floorplan.png
Drawn at 2 px/um. Pins as bars on the die edge. Tap cells in grey.
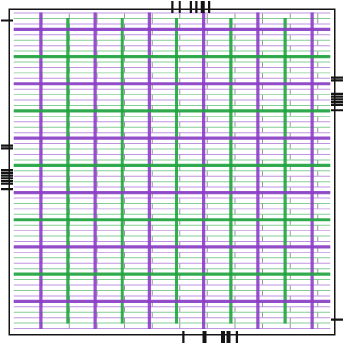
clock_nets.png
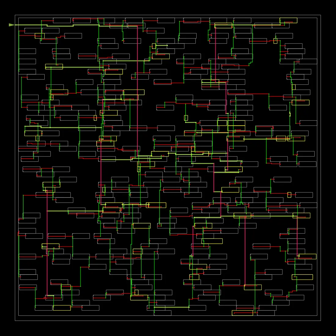
## config.mk

```make
export PLATFORM = sky130hd
export DESIGN_NAME = key_debounce_pulse
export DESIGN_NICKNAME = d
export VERILOG_FILES = /design/src/rtl/key_debounce_pulse.sv
export SDC_FILE = /design/constraint.sdc
export NUM_CORES = 1
export LEC_CHECK = 0
export CAP_MARGIN = 20
export CORE_MARGIN = 1.5
export CORE_UTILIZATION = 63
export DETAILED_ROUTE_END_ITERATION = 16
export PLACE_DENSITY = 0.81
export SYNTH_ARGS = -nofsm -noshare
export SYNTH_HDL_FRONTEND = slang
export SYNTH_SLANG_ARGS = --single-unit
```

## constraint.sdc

```tcl
create_clock -name CLOCK_50 -period 2.8 [get_ports CLOCK_50]
set_clock_uncertainty 0.15 [all_clocks]
set_input_delay 0.56 -clock CLOCK_50 [delete_from_list [all_inputs] [get_ports CLOCK_50]]
set_output_delay 0.56 -clock CLOCK_50 [all_outputs]
set_load 0.005 [all_outputs]
```

## src/rtl/key_debounce_pulse.sv

```systemverilog
// Push-button conditioner: 2-flop synchroniser, per-key debounce FSM,
// single-cycle press/release strobes and optional auto-repeat press strobes.
module key_debounce_pulse #(
    parameter int NUM_KEYS        = 4,
    parameter int DEBOUNCE_CYCLES = 500000,
    parameter int REPEAT_DELAY    = 25000000,
    parameter int REPEAT_RATE     = 5000000,
    parameter int CNT_W           = 32
) (
    input  logic                  CLOCK_50,
    input  logic                  reset_n,
    input  logic [NUM_KEYS-1:0]   key_n,
    input  logic [NUM_KEYS-1:0]   repeat_en,
    output logic [NUM_KEYS-1:0]   key_level,
    output logic [NUM_KEYS-1:0]   key_press,
    output logic [NUM_KEYS-1:0]   key_release,
    output logic [3*NUM_KEYS-1:0] key_state
);

    typedef enum logic [2:0] {
        S_RELEASED     = 3'd0,
        S_PRESS_WAIT   = 3'd1,
        S_HELD         = 3'd2,
        S_REPEATING    = 3'd3,
        S_RELEASE_WAIT = 3'd4
    } key_state_e;

    localparam logic [CNT_W-1:0] CNT_ONE    = CNT_W'(1);
    localparam logic [CNT_W-1:0] DB_LAST    = CNT_W'(DEBOUNCE_CYCLES - 1);
    localparam logic [CNT_W-1:0] DELAY_LAST = CNT_W'(REPEAT_DELAY - 1);
    localparam logic [CNT_W-1:0] RATE_LAST  = CNT_W'(REPEAT_RATE - 1);
    // With a one-cycle debounce the wait states are skipped entirely.
    localparam bit DB_SINGLE = (DEBOUNCE_CYCLES == 1);

    logic [NUM_KEYS-1:0] sync_s1;
    logic [NUM_KEYS-1:0] sync_s2;
    logic [NUM_KEYS-1:0] sync_p;

    // Stages reset to 1 so a key held through reset is seen as a fresh press.
    always_ff @(posedge CLOCK_50 or negedge reset_n) begin
        if (!reset_n) begin
            sync_s1 <= '1;
            sync_s2 <= '1;
        end else begin
            sync_s1 <= key_n;
            sync_s2 <= sync_s1;
        end
    end

    assign sync_p = ~sync_s2;

    for (genvar k = 0; k < NUM_KEYS; k++) begin : g_key
        key_state_e       state_q;
        key_state_e       state_d;
        logic [CNT_W-1:0] db_cnt_q;
        logic [CNT_W-1:0] db_cnt_d;
        logic [CNT_W-1:0] rep_cnt_q;
        logic [CNT_W-1:0] rep_cnt_d;
        logic             level_q;
        logic             level_d;
        logic             press_q;
        logic             press_d;
        logic             release_q;
        logic             release_d;
        logic             db_done;
        logic             rep_done;

        assign db_done  = (db_cnt_q == DB_LAST);
        assign rep_done = (rep_cnt_q == ((state_q == S_HELD) ? DELAY_LAST : RATE_LAST));

        always_ff @(posedge CLOCK_50 or negedge reset_n) begin
            if (!reset_n) begin
                state_q   <= S_RELEASED;
                db_cnt_q  <= '0;
                rep_cnt_q <= '0;
                level_q   <= 1'b0;
                press_q   <= 1'b0;
                release_q <= 1'b0;
            end else begin
                state_q   <= state_d;
                db_cnt_q  <= db_cnt_d;
                rep_cnt_q <= rep_cnt_d;
                level_q   <= level_d;
                press_q   <= press_d;
                release_q <= release_d;
            end
        end

        always_comb begin
            state_d = state_q;
            case (state_q)
                S_RELEASED: begin
                    if (sync_p[k]) state_d = DB_SINGLE ? S_HELD : S_PRESS_WAIT;
                end
                S_PRESS_WAIT: begin
                    if (!sync_p[k])   state_d = S_RELEASED;
                    else if (db_done) state_d = S_HELD;
                end
                S_HELD: begin
                    if (!sync_p[k])                   state_d = DB_SINGLE ? S_RELEASED : S_RELEASE_WAIT;
                    else if (repeat_en[k] && rep_done) state_d = S_REPEATING;
                end
                S_REPEATING: begin
                    if (!sync_p[k])         state_d = DB_SINGLE ? S_RELEASED : S_RELEASE_WAIT;
                    else if (!repeat_en[k]) state_d = S_HELD;
                end
                S_RELEASE_WAIT: begin
                    if (sync_p[k])    state_d = S_HELD;
                    else if (db_done) state_d = S_RELEASED;
                end
                default: state_d = S_RELEASED;
            endcase
        end

        always_comb begin
            db_cnt_d  = db_cnt_q;
            rep_cnt_d = rep_cnt_q;
            level_d   = level_q;
            press_d   = 1'b0;
            release_d = 1'b0;
            case (state_q)
                S_RELEASED: begin
                    level_d   = 1'b0;
                    db_cnt_d  = '0;
                    rep_cnt_d = '0;
                    if (sync_p[k]) begin
                        if (DB_SINGLE) begin
                            level_d = 1'b1;
                            press_d = 1'b1;
                        end else begin
                            db_cnt_d = CNT_ONE;
                        end
                    end
                end
                S_PRESS_WAIT: begin
                    level_d = 1'b0;
                    if (!sync_p[k]) begin
                        db_cnt_d = '0;
                    end else if (db_done) begin
                        db_cnt_d  = '0;
                        rep_cnt_d = '0;
                        level_d   = 1'b1;
                        press_d   = 1'b1;
                    end else begin
                        db_cnt_d = db_cnt_q + CNT_ONE;
                    end
                end
                S_HELD, S_REPEATING: begin
                    level_d = 1'b1;
                    if (!sync_p[k]) begin
                        rep_cnt_d = '0;
                        if (DB_SINGLE) begin
                            db_cnt_d  = '0;
                            level_d   = 1'b0;
                            release_d = 1'b1;
                        end else begin
                            db_cnt_d = CNT_ONE;
                        end
                    end else if (!repeat_en[k]) begin
                        rep_cnt_d = '0;
                    end else if (rep_done) begin
                        rep_cnt_d = '0;
                        press_d   = 1'b1;
                    end else begin
                        rep_cnt_d = rep_cnt_q + CNT_ONE;
                    end
                end
                S_RELEASE_WAIT: begin
                    level_d = 1'b1;
                    if (sync_p[k]) begin
                        db_cnt_d  = '0;
                        rep_cnt_d = '0;
                    end else if (db_done) begin
                        db_cnt_d  = '0;
                        level_d   = 1'b0;
                        release_d = 1'b1;
                    end else begin
                        db_cnt_d = db_cnt_q + CNT_ONE;
                    end
                end
                default: begin
                    db_cnt_d  = '0;
                    rep_cnt_d = '0;
                    level_d   = 1'b0;
                end
            endcase
        end

        assign key_level[k]       = level_q;
        assign key_press[k]       = press_q;
        assign key_release[k]     = release_q;
        assign key_state[3*k +: 3] = state_q;

        a_strobe_exclusive: assert property (@(posedge CLOCK_50) disable iff (!reset_n)
            !(press_q && release_q));
    end

endmodule

```

==> flow_metrics.env <==
# implementation run metrics
export IMPL_status="finished clean"
export IMPL_vias=14136
export IMPL_log_warning_count=26
export IMPL_simple_gate_share_pct=28.5
export IMPL_clkSlewWorstSetupHoldPaths_ns=0.06
export IMPL_leakagePower_uw=0.00727
export IMPL_cts_buffer_depth=3
export IMPL_rsz0062_at_grt="no"
export IMPL_final_nets=1874
export IMPL_yosys_warnings=0
export IMPL_yosysUniqueCellTypes=76
export IMPL_grt_pass1_wl_um=64200
export IMPL_synth_logic_top_family="simple AND/OR/NAND/NOR gates"
export IMPL_fmax_mhz=370
export IMPL_die_h_um=162
export IMPL_first_pass_iters=6
export IMPL_drv_slew=0
export IMPL_syn_area_sq_um=15900
export IMPL_ioPinCount=34
export IMPL_p_per_area_nw_per_um2=509
export IMPL_drive_gt1_share_pct=9.73
export IMPL_die_area_sq_um=26200
export IMPL_synth_adder_area_share_pct=0.629
export IMPL_drc_errors=0
export IMPL_final_cell_mix="280 x dfrtp_1, 179 x o21ai_0, 160 x nand2_1"
export IMPL_cts_setup_buffers=0
export IMPL_synth_top_cell_area_share_pct=44.0
export IMPL_synthArstFlopShare_pct=100
export IMPL_path_max_fanout=12
export IMPL_overflow=0
export IMPL_antenna_cells=0
export IMPL_ys_ff=288
export IMPL_detail_route_vias_per_cell=6.39
export IMPL_drt_total_wl_um=37700
export IMPL_cap_violations=0
export IMPL_ys_sh_xor_pct=4.51
export IMPL_dr_first_iter_drc_count=1316
export IMPL_relSlewSlack_pct=51.8
export IMPL_fin_util_pct=72.6
export IMPL_cts_root_buf="clkbuf_16"
export IMPL_crit_path_start_kind="flip-flop"
export IMPL_grt_antenna_before_repair=0
export IMPL_clock_sinks=288
export IMPL_design_core_area_sq_um=25000
export IMPL_finalSetupViolations=0
export IMPL_ys_top_cells_by_area="dfrtp_1 44%, o21ai_0 5.7%, nand2_1 3.8%"
export IMPL_dpl_hpwl_um=24400
export IMPL_cts_tree="yes"
export IMPL_synth_mux_area_fraction_pct=1.52
export IMPL_numPortBuffers=33
export IMPL_syn_num_nets=1825
export IMPL_grt_pass1_vias=13336
export IMPL_cts_max_level=2
export IMPL_synth_stat_cells=1807
export IMPL_synth_seq_share_pct=45.3
export IMPL_die_x_um=162
export IMPL_grt_use_total_pct=29.0
export IMPL_yosys_area_share_aoi_pct=15.9
export IMPL_synth_cells=1807
export IMPL_clk_latency_ns=0.51
export IMPL_period_used_pct=96.5
export IMPL_dp_slack_ns=-0.0682
export IMPL_required_ns=3.01
export IMPL_crit_arrival_ns=2.91
export IMPL_ant_nets=0
export IMPL_vdd_drop_max_mv=0.480
export IMPL_layout_setup_ws_ns=0.0974
export IMPL_ys_chip_area_sq_um=15900
export IMPL_hold_class="flip-flop to flip-flop"
export IMPL_nFillCells=1917
export IMPL_num_rows=58
export IMPL_syn_avg_cell_area_sq_um=8.81
export IMPL_hold_viol=0
export IMPL_edf_count=0
export IMPL_tightest_slew_ns=0.716
export IMPL_final_common_cell="dfrtp_1"
export IMPL_critPathKind="flip-flop to flip-flop"
export IMPL_critPathCaptureType="flip-flop"
export IMPL_initCoreUtil_pct=63.8
export IMPL_setup_tns_ns=0
export IMPL_area_growth_pct=13.8
## Picture notes: floorplan.png
[green] VDD
[purple] VSS
met5 straps: 11
rows: 58
tap cells: 330
signal pins: 34
met4 straps: 11

## Picture notes: clock_nets.png
registers: 288
clk_buf instances: 49

sequential cells by signal, indices dropped and copies added (netlist names):
register	flops
g_key.db_cnt_q	128
g_key.press_q	4
g_key.rep_cnt_q	128
sync_s1	4
g_key.release_q	4
sync_s2	4
g_key.state_q	12
g_key.level_q	4
cells in the mapped netlist (40+ instances only):
| library cell | instances |
|---|---|
| nand3_1 | 119 |
| nand4_1 | 69 |
| a21oi_1 | 92 |
| xor2_1 | 50 |
| o21ai_0 | 180 |
| dfrtp_1 | 280 |
| nor2_1 | 157 |
| nor4_1 | 41 |
| clkbuf_1 | 56 |
| or3_1 | 46 |
| inv_1 | 40 |
| nor3_1 | 71 |
| and3_1 | 46 |
| nand2_1 | 160 |
cell type report:
cell class	instances	area, sq um	share of cell area [%]
Clock buffer	49	1040	5.74
Clock inverter	12	160	0.883
Tap cell	330	413	2.28
Timing Repair Buffer	106	956	5.27
Multi-Input combinational cell	1386	8190	45.2
Inverter	40	150	0.828
Sequential cell	288	7220	39.8
where the power goes:
part           switching [uW]  internal, uW  leakage [uW]
Clock                    1740          2950      0.000600
Combinational             217           103       0.00269
Sequential               28.5          4190       0.00398
Total                    1980          7240       0.00727
layer usage:
layer	part of all wire (%)	routed length [um]	global-route usage, %
met2	49	18400	48.4
met5	0	0	0
met4	1.6	591	7.17
met3	5.0	1880	3.24
met1	44	16800	40.7
cells by family (layout without fill, tap and decap cells):
| group | count (synthesis) | in the layout |
|---|---|---|
| DFF | 288 | 288 |
| AOI/OAI and AO/OA | 416 | 416 |
| buffers and inverters | 133 | 207 |
| adders and majority gates | 8 | 8 |
| muxes | 24 | 24 |
| and+or+nand+nor | 856 | 856 |
| xor gates and xnor gates | 82 | 82 |
path summary, 6_finish.rpt:
check,cells past startpoint,startpoint,endpoint,slack [ns]
max,7,g_key[2].rep_cnt_q[9],g_key[2].rep_cnt_q[18],0.1
min,0,sync_s1[1],sync_s2[1],0.20
max reg2reg,7,g_key[2].rep_cnt_q[9],g_key[2].rep_cnt_q[18],0.1
min reg2reg,0,sync_s1[1],sync_s2[1],0.20
max in group asynchronous,3,reset_n,sync_s1[2],1.27
min in group asynchronous,2,reset_n,g_key[1].rep_cnt_q[11],0.44
critical path: stages, from the launching register on:
cell and delay (ns):
dfrtp_1 0.44, nand4bb_1 0.22, or4_4 0.51, a2111oi_4 0.49, buf_4 0.29, nor3_1 0.09, o21ai_0 0.21, o21ai_0 0.15
metrics by stage:
stage / cell area (sq um) / hold WS (ns) / total power (uW) / cells
after floorplan: 15900 / 0.114 / 4430 / 1807
after global placement: 16900 / 0.196 / 4600 / 2148
after detailed placement: 16900 / 0.198 / 4610 / 2149
after CTS: 18100 / 0.206 / 9300 / 2211
after global routing: 18100 / 0.207 / 9510 / 2211
final: 18100 / 0.205 / 9220 / 2211
what timing repair did:
action                                  CTS  global route
resized                                   1             5
endpoints found under the setup margin    3            22
hold endpoints to repair                 55             0
hold buffers                              1             0
pin swaps                                 0             1
Power is estimated from default activity; no workload was simulated.
